==> config.mk <==
export PLATFORM = sky130hd
export DESIGN_NAME = mem_arbiter
export DESIGN_NICKNAME = d
export VERILOG_FILES = /design/src/rtl/mem_arb_pkg.sv /design/src/rtl/mem_arb_rr2.sv /design/src/rtl/mem_arbiter.sv
export SDC_FILE = /design/constraint.sdc
export NUM_CORES = 1
export LEC_CHECK = 0
export CORE_UTILIZATION = 40
export DETAILED_ROUTE_END_ITERATION = 12
export PLACE_DENSITY_LB_ADDON = 0.12
export SYNTH_ARGS = -nofsm -noshare
export SYNTH_HDL_FRONTEND = slang
export SYNTH_SLANG_ARGS = --single-unit
==> constraint.sdc <==
create_clock -name clk -period 3.9 [get_ports clk]
set_clock_uncertainty 0.15 [all_clocks]
set_input_delay 0.585 -clock clk [delete_from_list [all_inputs] [get_ports clk]]
set_output_delay 0.585 -clock clk [all_outputs]
set_load 0.01 [all_outputs]
==> src/rtl/mem_arb_pkg.sv <==
// Shared types and default geometry for the unified-memory arbiter.
// The memory is 32 x 8; the lower half is the write-protected instruction region.
package mem_arb_pkg;

  localparam int ADDR_W_DEFAULT    = 5;
  localparam int DATA_W_DEFAULT    = 8;
  localparam int DATA_BASE_DEFAULT = 16;

  typedef enum logic [1:0] {
    IDLE   = 2'd0,
    ACCESS = 2'd1,
    DONE   = 2'd2
  } state_e;

  typedef enum logic {
    FETCH = 1'b0,
    DATA  = 1'b1
  } owner_e;

endpackage

==> src/rtl/mem_arb_rr2.sv <==
// Two-requester round-robin picker: bit 0 is the fetch unit, bit 1 the data unit.
// On a tie the requester that did not win last time is chosen.
module mem_arb_rr2
  import mem_arb_pkg::*;
(
  input  logic [1:0] req_i,
  input  owner_e     last_i,
  output owner_e     winner_o
);

  always_comb begin
    case (req_i)
      2'b01:   winner_o = FETCH;
      2'b10:   winner_o = DATA;
      2'b11:   winner_o = (last_i == DATA) ? FETCH : DATA;
      default: winner_o = last_i;
    endcase
  end

endmodule

==> src/rtl/mem_arbiter.sv <==
// Serialises fetch and data accesses onto the single-port unified memory,
// one access per three cycles, blocking data writes into the instruction region.
module mem_arbiter
  import mem_arb_pkg::*;
#(
  parameter int ADDR_W    = ADDR_W_DEFAULT,
  parameter int DATA_W    = DATA_W_DEFAULT,
  parameter int DATA_BASE = DATA_BASE_DEFAULT
) (
  input  logic              clk,
  input  logic              rst,
  input  logic              if_req,
  input  logic [ADDR_W-1:0] if_addr,
  output logic              if_ack,
  output logic [DATA_W-1:0] if_rdata,
  input  logic              d_req,
  input  logic              d_we,
  input  logic [ADDR_W-1:0] d_addr,
  input  logic [DATA_W-1:0] d_wdata,
  output logic              d_ack,
  output logic [DATA_W-1:0] d_rdata,
  output logic              d_err,
  output logic              mem_w_en,
  output logic [ADDR_W-1:0] mem_addr,
  output logic [DATA_W-1:0] mem_wdata,
  input  logic [DATA_W-1:0] mem_rdata,
  output logic              busy
);

  localparam logic [ADDR_W-1:0] BaseAddr = ADDR_W'(DATA_BASE);

  state_e            state_q, state_d;
  owner_e            owner_q, owner_d;
  owner_e            lastOwner_q, lastOwner_d;
  owner_e            winner;
  logic [ADDR_W-1:0] addr_q, addr_d;
  logic              we_q, we_d;
  logic [DATA_W-1:0] wdata_q, wdata_d;
  logic [DATA_W-1:0] ifRdata_q, ifRdata_d;
  logic [DATA_W-1:0] dRdata_q, dRdata_d;
  logic              anyReq;
  logic              blockedWrite;

  assign anyReq = if_req | d_req;

  mem_arb_rr2 u_rr2 (
    .req_i   ({d_req, if_req}),
    .last_i  (lastOwner_q),
    .winner_o(winner)
  );

  always_ff @(posedge clk or negedge rst) begin
    if (!rst) state_q <= IDLE;
    else      state_q <= state_d;
  end

  always_comb begin
    state_d = state_q;
    case (state_q)
      IDLE:    if (anyReq) state_d = ACCESS;
      ACCESS:  state_d = DONE;
      DONE:    state_d = IDLE;
      default: state_d = IDLE;
    endcase
  end

  // Requests are latched only at the IDLE edge; later input changes are ignored.
  always_comb begin
    owner_d     = owner_q;
    lastOwner_d = lastOwner_q;
    addr_d      = addr_q;
    we_d        = we_q;
    wdata_d     = wdata_q;
    ifRdata_d   = ifRdata_q;
    dRdata_d    = dRdata_q;
    if (state_q == IDLE && anyReq) begin
      owner_d     = winner;
      lastOwner_d = winner;
      addr_d      = (winner == FETCH) ? if_addr : d_addr;
      we_d        = (winner == DATA) & d_we;
      wdata_d     = (winner == DATA) ? d_wdata : '0;
    end
    if (state_q == ACCESS && !we_q) begin
      if (owner_q == FETCH) ifRdata_d = mem_rdata;
      else                  dRdata_d  = mem_rdata;
    end
  end

  always_ff @(posedge clk or negedge rst) begin
    if (!rst) begin
      owner_q     <= FETCH;
      lastOwner_q <= DATA;
      addr_q      <= '0;
      we_q        <= 1'b0;
      wdata_q     <= '0;
      ifRdata_q   <= '0;
      dRdata_q    <= '0;
    end else begin
      owner_q     <= owner_d;
      lastOwner_q <= lastOwner_d;
      addr_q      <= addr_d;
      we_q        <= we_d;
      wdata_q     <= wdata_d;
      ifRdata_q   <= ifRdata_d;
      dRdata_q    <= dRdata_d;
    end
  end

  assign blockedWrite = (owner_q == DATA) && we_q && (addr_q < BaseAddr);

  // Memory strobes decode straight from the state register so reset kills them at once.
  always_comb begin
    mem_w_en  = 1'b0;
    mem_addr  = '0;
    mem_wdata = '0;
    if_ack    = 1'b0;
    d_ack     = 1'b0;
    d_err     = 1'b0;
    busy      = (state_q != IDLE);
    case (state_q)
      ACCESS: begin
        mem_addr  = addr_q;
        mem_wdata = wdata_q;
        mem_w_en  = (owner_q == DATA) && we_q && (addr_q >= BaseAddr);
      end
      DONE: begin
        if_ack = (owner_q == FETCH);
        d_ack  = (owner_q == DATA);
        d_err  = blockedWrite;
      end
      default: ;
    endcase
  end

  assign if_rdata = ifRdata_q;
  assign d_rdata  = dRdata_q;

endmodule

Fig. 1: run 1, signal wires by layer
Two of the layers only.
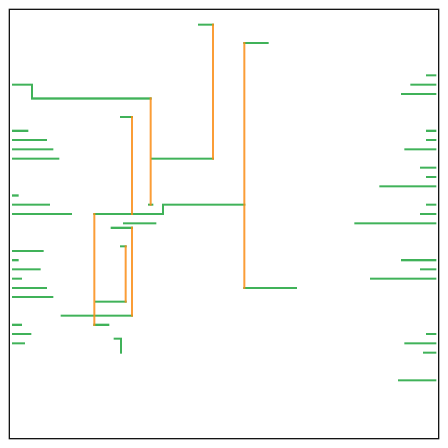
[metal 3] green | wire length: 230 um
[metal 4] orange | wire length: 123 um
final routed wire length divided by cell count: 14.47 um
global-route total usage across every layer: 18.99%
number of vias in the routed layout: 1,206
final wirelength: 3386 um

Fig. 2: run 1, nets reached from selected ports
Scale bar: 20 um.
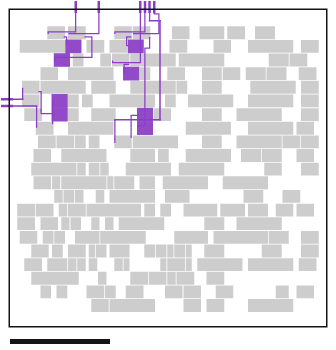
[`d_wdata`] purple | bits: 8 | direction: input | edge: 6 top, 2 left | end cells: 8 | buffers: 8 | wire: 168 um
total I/O pin count: 65
Port Buffers: 64

==> out/metrics.cfg, run 1 <==
[final_layout]
seq_cell_count = 34
buffers_excl_clock = 65
instances_no_fill = 234
filler_cell_count = 269
logic_area_sq_um = 611.8
non_clock_buffer_area_share_pct = 27.89
comb_area_share_pct = 26.33
antenna_fix_cells = 0
inv_count = 3

[setup_path]
crit_end = mem_w_en
worst_r2r_startpoint = state_q[1]$_DFFE_PN0P_
worst-r2r-setup-slack_ps = 2060
crit-reg2reg-capture = if_rdata[5]$_DFFE_PN0P_
critical_path.max_fanout = 16
r2r.worst_path.cells = 3
cp_top_family = simple AND/OR/NAND/NOR gates
critical-path-slowest-cell = clkdlybuf4s50_1
critPathKind = register to output port

[synthesis]
yosys_area_sq_um = 1489
avgSynthCellArea_sq_um = 12.62
netlist.top_cell.by_instances = dfrtp_1
yosys.stat.seqShare_pct = 57.23
number_of_cells_produced_by_synthesis = 118
enable_flop_cells = 0
netlist.top_cell.by_area = dfrtp_1
yosys-top-cells-area = dfrtp_1 (55%), mux2_2 (14%), and2_1 (5.5%)
yosys_reg_bits = 34

[floorplan]
chipArea_sq_um = 3970

[placement]
dpl_cell_area_sq_um = 2181

[clocking]
cts.path.max_buffers = 2
clock-root-buffer = clkbuf_8
htree_levels = 2
path_clk_slew_ps = 70
cts_resized = 0
clock_insertion_delay_worst_skew_ps = 290

[route]
first_iter_violations = 21

[status]
run_status = finished, final reports clean

[global_routing]
pin_count_of_the_biggest_net_entering_global_routing = 35
grt_antenna_before_repair = 0

[power_and_ir_drop]
power_density_nw_per_um2 = 796.9
ir_drop_mv = 0.3867
total_leakage_power_nw = 0.9756
power.total_w = 0.001852

[sta]
finalSetupViolations = 0
post-route-min-period_ps = 2602
rsz_0062_raised_after_global_routing = no

Fig. 3: run 1, placement view
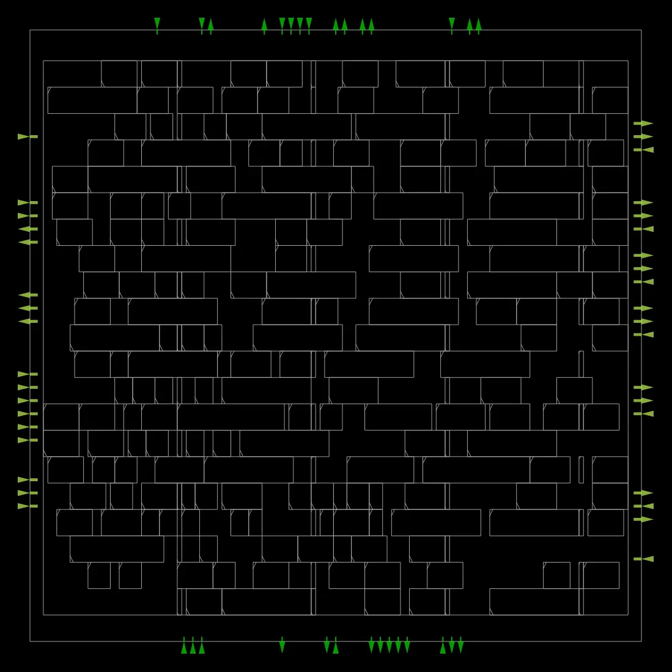
flip-flop and latch share of the layout cell area: 36.67%
Well Taps: 46

run 1: placed cells by master, fill, tap and decap left out:
master           count
and2_1              13
nor3b_4              2
nor2b_1              2
nor2_2               1
inv_2                2
dfstp_2              1
nand2_4              1
nor3_1               1
nor2_1               2
or2_1                1
o21ai_0              5
and3_1               1
nor2b_4              1
nand3_1              5
nand2b_1             3
clkbuf_8             6
buf_4                1
o211a_1              1
nand2_1              2
mux2_2              18
a31oi_1              5
a22o_1               9
a21oi_1              5
inv_1                1
clkdlybuf4s50_1     64
bufinv_16            2
dfrtp_1             33
run 1: sequential cells by signal, summed over array words and instances (netlist names):
register     cells
addr_q           5
d_rdata          8
if_rdata         8
lastOwner_q      1
owner_q          1
state_q          2
wdata_q          8
we_q             1
run 1: routing by layer:
layer / share of wire [%] / GRT usage, % / vias up / wire [um]
met5: 0 / 0 / - / 0
met4: 3.6 / 13.37 / 0 / 123
met3: 6.8 / 6.022 / 15 / 229
met2: 49 / 31.85 / 51 / 1667
met1: 40 / 19.98 / 582 / 1366
li1: - / - / 558 / -
run 1: logic make-up (layout without fill, tap and decap cells):
logic type	after synthesis	count (layout)
AND-OR/OR-AND	25	25
flip-flops	34	34
buffers and inverters	6	76
multiplexers	18	18
AND/OR/NAND/NOR	35	35
run 1: per-stage QoR:
stage / hold slack [ps] / utilization [%]
2_1_floorplan: 139.4 / -
3_3_place_gp: 329.0 / 63.36
3_5_place_dp: 335.5 / 63.36
4_1_cts: 353.8 / 67.50
5_1_grt: 364.7 / 67.50
6_report: 349.2 / 67.50
run 1: where the power goes:
group / internal (W) / total, W / switching (W)
clock network: 0.000273 / 0.000403 / 0.000131
logic: 0.000483 / 0.000820 / 0.000338
registers: 0.000523 / 0.000628 / 0.000105
total: 0.00128 / 0.00185 / 0.000573
Fig. 4: run 1, the metal 2 layer
Scale bar: 20 um.
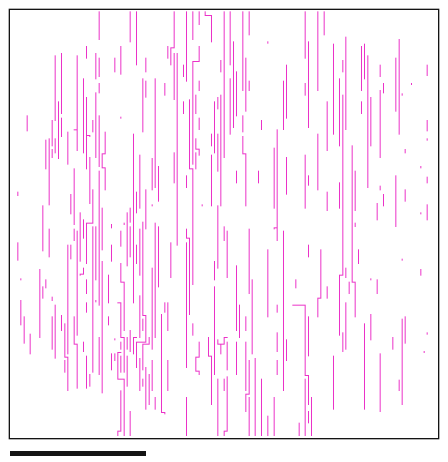

==> run 2, diff against run 1 <==
--- a/config.mk
+++ b/config.mk
@@ -5,7 +5,7 @@
 export SDC_FILE = /design/constraint.sdc
 export NUM_CORES = 1
 export LEC_CHECK = 0
-export CORE_UTILIZATION = 40
+export CORE_UTILIZATION = 37
 export DETAILED_ROUTE_END_ITERATION = 12
 export PLACE_DENSITY_LB_ADDON = 0.12
 export SYNTH_ARGS = -nofsm -noshare
==> constraint.sdc (replaced) <==
create_clock -name clk -period 2.2 [get_ports clk]
set_clock_uncertainty 0.15 [all_clocks]
set_input_delay 0.33 -clock clk [delete_from_list [all_inputs] [get_ports clk]]
set_output_delay 0.33 -clock clk [all_outputs]
set_load 0.01 [all_outputs]
Fig. 5: run 2, the metal 2 layer
Scale bar: 20 um.
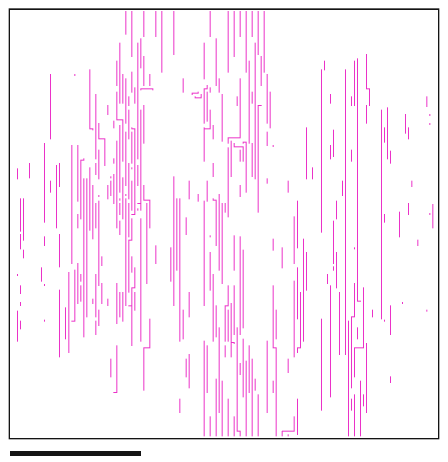
share of all routed wire: 50%
main direction: vertical
longest straight run: 43.5 um
wire length on this layer: 1,680 um
nets with wire on the layer: 198
final wirelength: 3344 um
met2 layer usage reported by global route: 28.35%

==> run 2 against run 1 <==
First-iteration DRC count grew 130%. Hold slack lost 43 ps. Sequential power grew 77%. Via count is the same. Register-to-register slack lost 1700 ps. Largest cell class unchanged. Global-route usage shrank 2.2 points. Synthesized area is the same. Routed wire length shrank 1.2%. Clock power grew 38%. Utilization shrank 4.3 points.
==> out/metrics.cfg, run 2 <==
[floorplan]
io_pins = 65  ; unchanged
chipArea_sq_um = 4282  ; +7.8%
die_height_um = 65.44
core-area_sq_um = 3771
fp-utilization_pct = 39.48

[sta]
finalHoldViolations = 0
finalHoldWorstSlack_ps = 306.4  ; -42.82 ps
slew_worst_pin_ps = 469.0
post-route-min-period_ps = 2135
finalSetupViolations = 0  ; unchanged
fmax_mhz = 468.5
timing.final.crit_share_pct = 97.03
rsz_0062_raised_after_global_routing = no
setup_tns_ps = 0
maxSlewHeadroom_pct = 68.70
report.final.slew_viol_count = 0

[power_and_ir_drop]
ir_drop_mv = 0.6013  ; +55%
power.total_w = 0.003221  ; +74%
total_leakage_power_nw = 1.230  ; +26%
power_density_nw_per_um2 = 1351  ; +70%
share_comb_of_total_power_pct = 48.2  ; +3.9 points
p_int_w = 0.002183  ; +71%
power.group.top = combinational logic
power.clock.total_w = 0.000558  ; +38%
power_switching_share_pct = 32.22  ; +1.3 points
seq_power_w = 0.00111  ; +77%
switching_power_w = 0.001038  ; +81%
comb-power_w = 0.00155  ; +89%
seq_power_share_pct = 34.5  ; +0.6 points
power_frac_clock_pct = 17.3  ; -4.5 points

[clocking]
htree_levels = 2  ; unchanged
cts_tree = done
path_clk_slew_ps = 70  ; about the same
clock_insertion_delay_worst_skew_ps = 280  ; about the same
cts-buffers-inserted = 5
cts.path.max_buffers = 2  ; unchanged
clock-root-buffer = clkbuf_8

[synthesis]
netlist.top_cell.by_instances = dfrtp_1
avgSynthCellArea_sq_um = 12.62  ; unchanged
enable_flop_cells = 0  ; unchanged
yosys.stat.seqShare_pct = 57.23  ; unchanged
yosys-top-cells-area = dfrtp_1 (55%), mux2_2 (14%), and2_1 (5.5%)
number_of_cells_produced_by_synthesis = 118  ; unchanged
ff_type = dfrtp_1
synthArstFlopShare_pct = 100.0
netlist.top_cell.by_area = dfrtp_1
post_synth_instance_area_sq_um = 1489
fp_nets = 149
yosys_area_sq_um = 1489  ; unchanged
ys_types = 25
synth.yosys.num_cells = 118
synth.cells.most_frequent = dfrtp_1 (33), mux2_2 (18), and2_1 (13)
yosys_reg_bits = 34  ; unchanged

[setup_path]
critical_path.startpoint_type = register
crit_required_ps = 1720
critical_path.max_fanout = 3  ; -13
worstSetupEndpointType = output port
arrival_ps = 1650
critPathKind = register to output port

[route]
m1WireLength_um = 1406  ; +2.9%
dr_wl_met2_um = 1680  ; +0.78%
top_layer = met4
ant_nets = 0
first_iter_violations = 49  ; +130%
post_drt_via_cell_ratio = 4.963
routed-via-count = 1206  ; unchanged
wl_per_cell_um = 13.76  ; -4.9%
dr_wl_met3_um = 206  ; -10%

[final_layout]
finish.instance_area_sq_um = 2385
layout-drive-gt1-share_pct = 21.54
filler_cell_count = 291  ; +8.2%
final_util_pct = 63.24  ; -4.3 points
logic_area_sq_um = 611.8  ; unchanged
antenna_fix_cells = 0  ; unchanged
most-common-layout-cells = clkdlybuf4s50_1 (50), dfrtp_1 (33), mux2_2 (18)
mostFrequentLayoutCell = clkdlybuf4s50_1
finalNetCount = 225

[placement]
gp_congestion = 0.7503
port_buffers = 64  ; unchanged
placed_cells_incl_taps = 230
dpl_cell_area_sq_um = 2198  ; +0.80%
hpwlAfterDp_um = 2496
place_worst_setup_slack_ps = 201.6

[status]
run_status = finished, final reports clean

[global_routing]
grt_antenna_before_repair = 0  ; unchanged
pin_count_of_the_biggest_net_entering_global_routing = 35  ; unchanged
grt_util_all_layers_pct = 16.77  ; -2.2 points
grt_first_pass_wirelength_um = 5375

[hold_path]
min_path_type = input port to asynchronous set/reset pin

Fig. 6: run 2, placement view
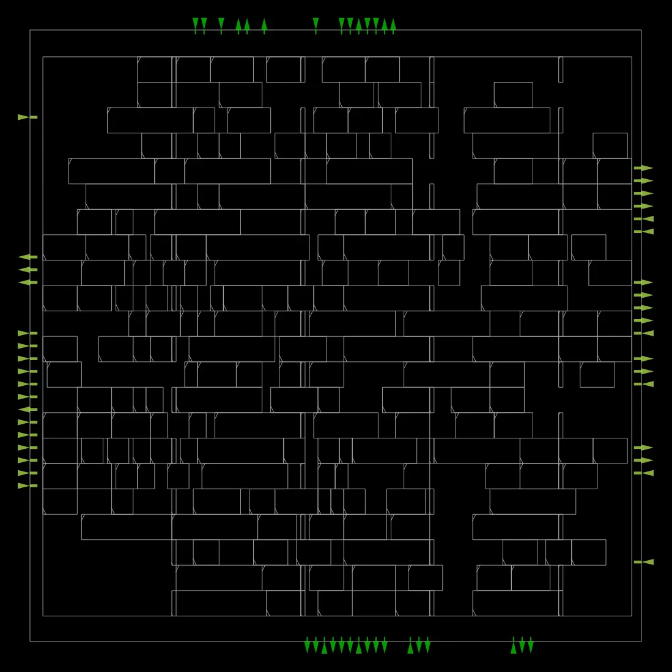
Finished Layout Cells: 243
total number of placement rows: 22
flip-flop and latch share of the layout cell area: 35.73%
Well Taps: 48

run 2: per-layer routing:
| metal | GRT usage [%] | vias up |
|---|---|---|
| met5 | 0 | - |
| met4 | 8.696 | 0 |
| met3 | 4.167 | 6 |
| met2 | 28.35 | 48 |
| met1 | 19.53 | 576 |
| li1 | - | 576 |
run 2: cell families (layout without fill, tap and decap cells):
logic type             after synthesis  in the layout  share of synthesized area (%)
multiplexers                        18             18                          13.61
AND-OR/OR-AND                       25             25                          11.43
AND/OR/NAND/NOR                     35             35                          16.05
buffers and inverters                6             83                          1.680
flip-flops                          34             34                          57.23
run 2: critical path, cell delays in order, from the launching register on:
cell and delay [ps]:
dfrtp_1 430, buf_4 140, nand2b_1 80, nor3_1 170, clkdlybuf4s50_1 560
run 2: path summary, 6_finish.rpt:
check	from	to	slack (ps)	cells after the start
max in group asynchronous	rst	lastOwner_q$_DFFE_PN1P_	1270	2
worst min register to register	wdata_q[0]$_DFFE_PN0P_	wdata_q[0]$_DFFE_PN0P_	350	1
worst max-delay path	state_q[1]$_DFFE_PN0P_	d_err	70	4
worst min-delay path	rst	if_rdata[0]$_DFFE_PN0P_	310	2
min in group clk	wdata_q[0]$_DFFE_PN0P_	wdata_q[0]$_DFFE_PN0P_	350	1
worst max register to register	state_q[1]$_DFFE_PN0P_	d_rdata[0]$_DFFE_PN0P_	380	4
run 2: what timing repair did:
item,CTS,global route
resized,0,14
endpoints found under the hold margin,0,0
setup buffers,2,3
setup endpoints to repair,9,13
run 2: cell type report:
class | count | area share, %
clock buffer | 5 | 2.886
clock inverter | 3 | 1.889
tap | 48 | 2.518
timing repair buffer | 72 | 30.85
multi-input combinational | 78 | 25.66
sequential | 34 | 35.73
inverter | 3 | 0.4722
Power is estimated from default activity; no workload was simulated.
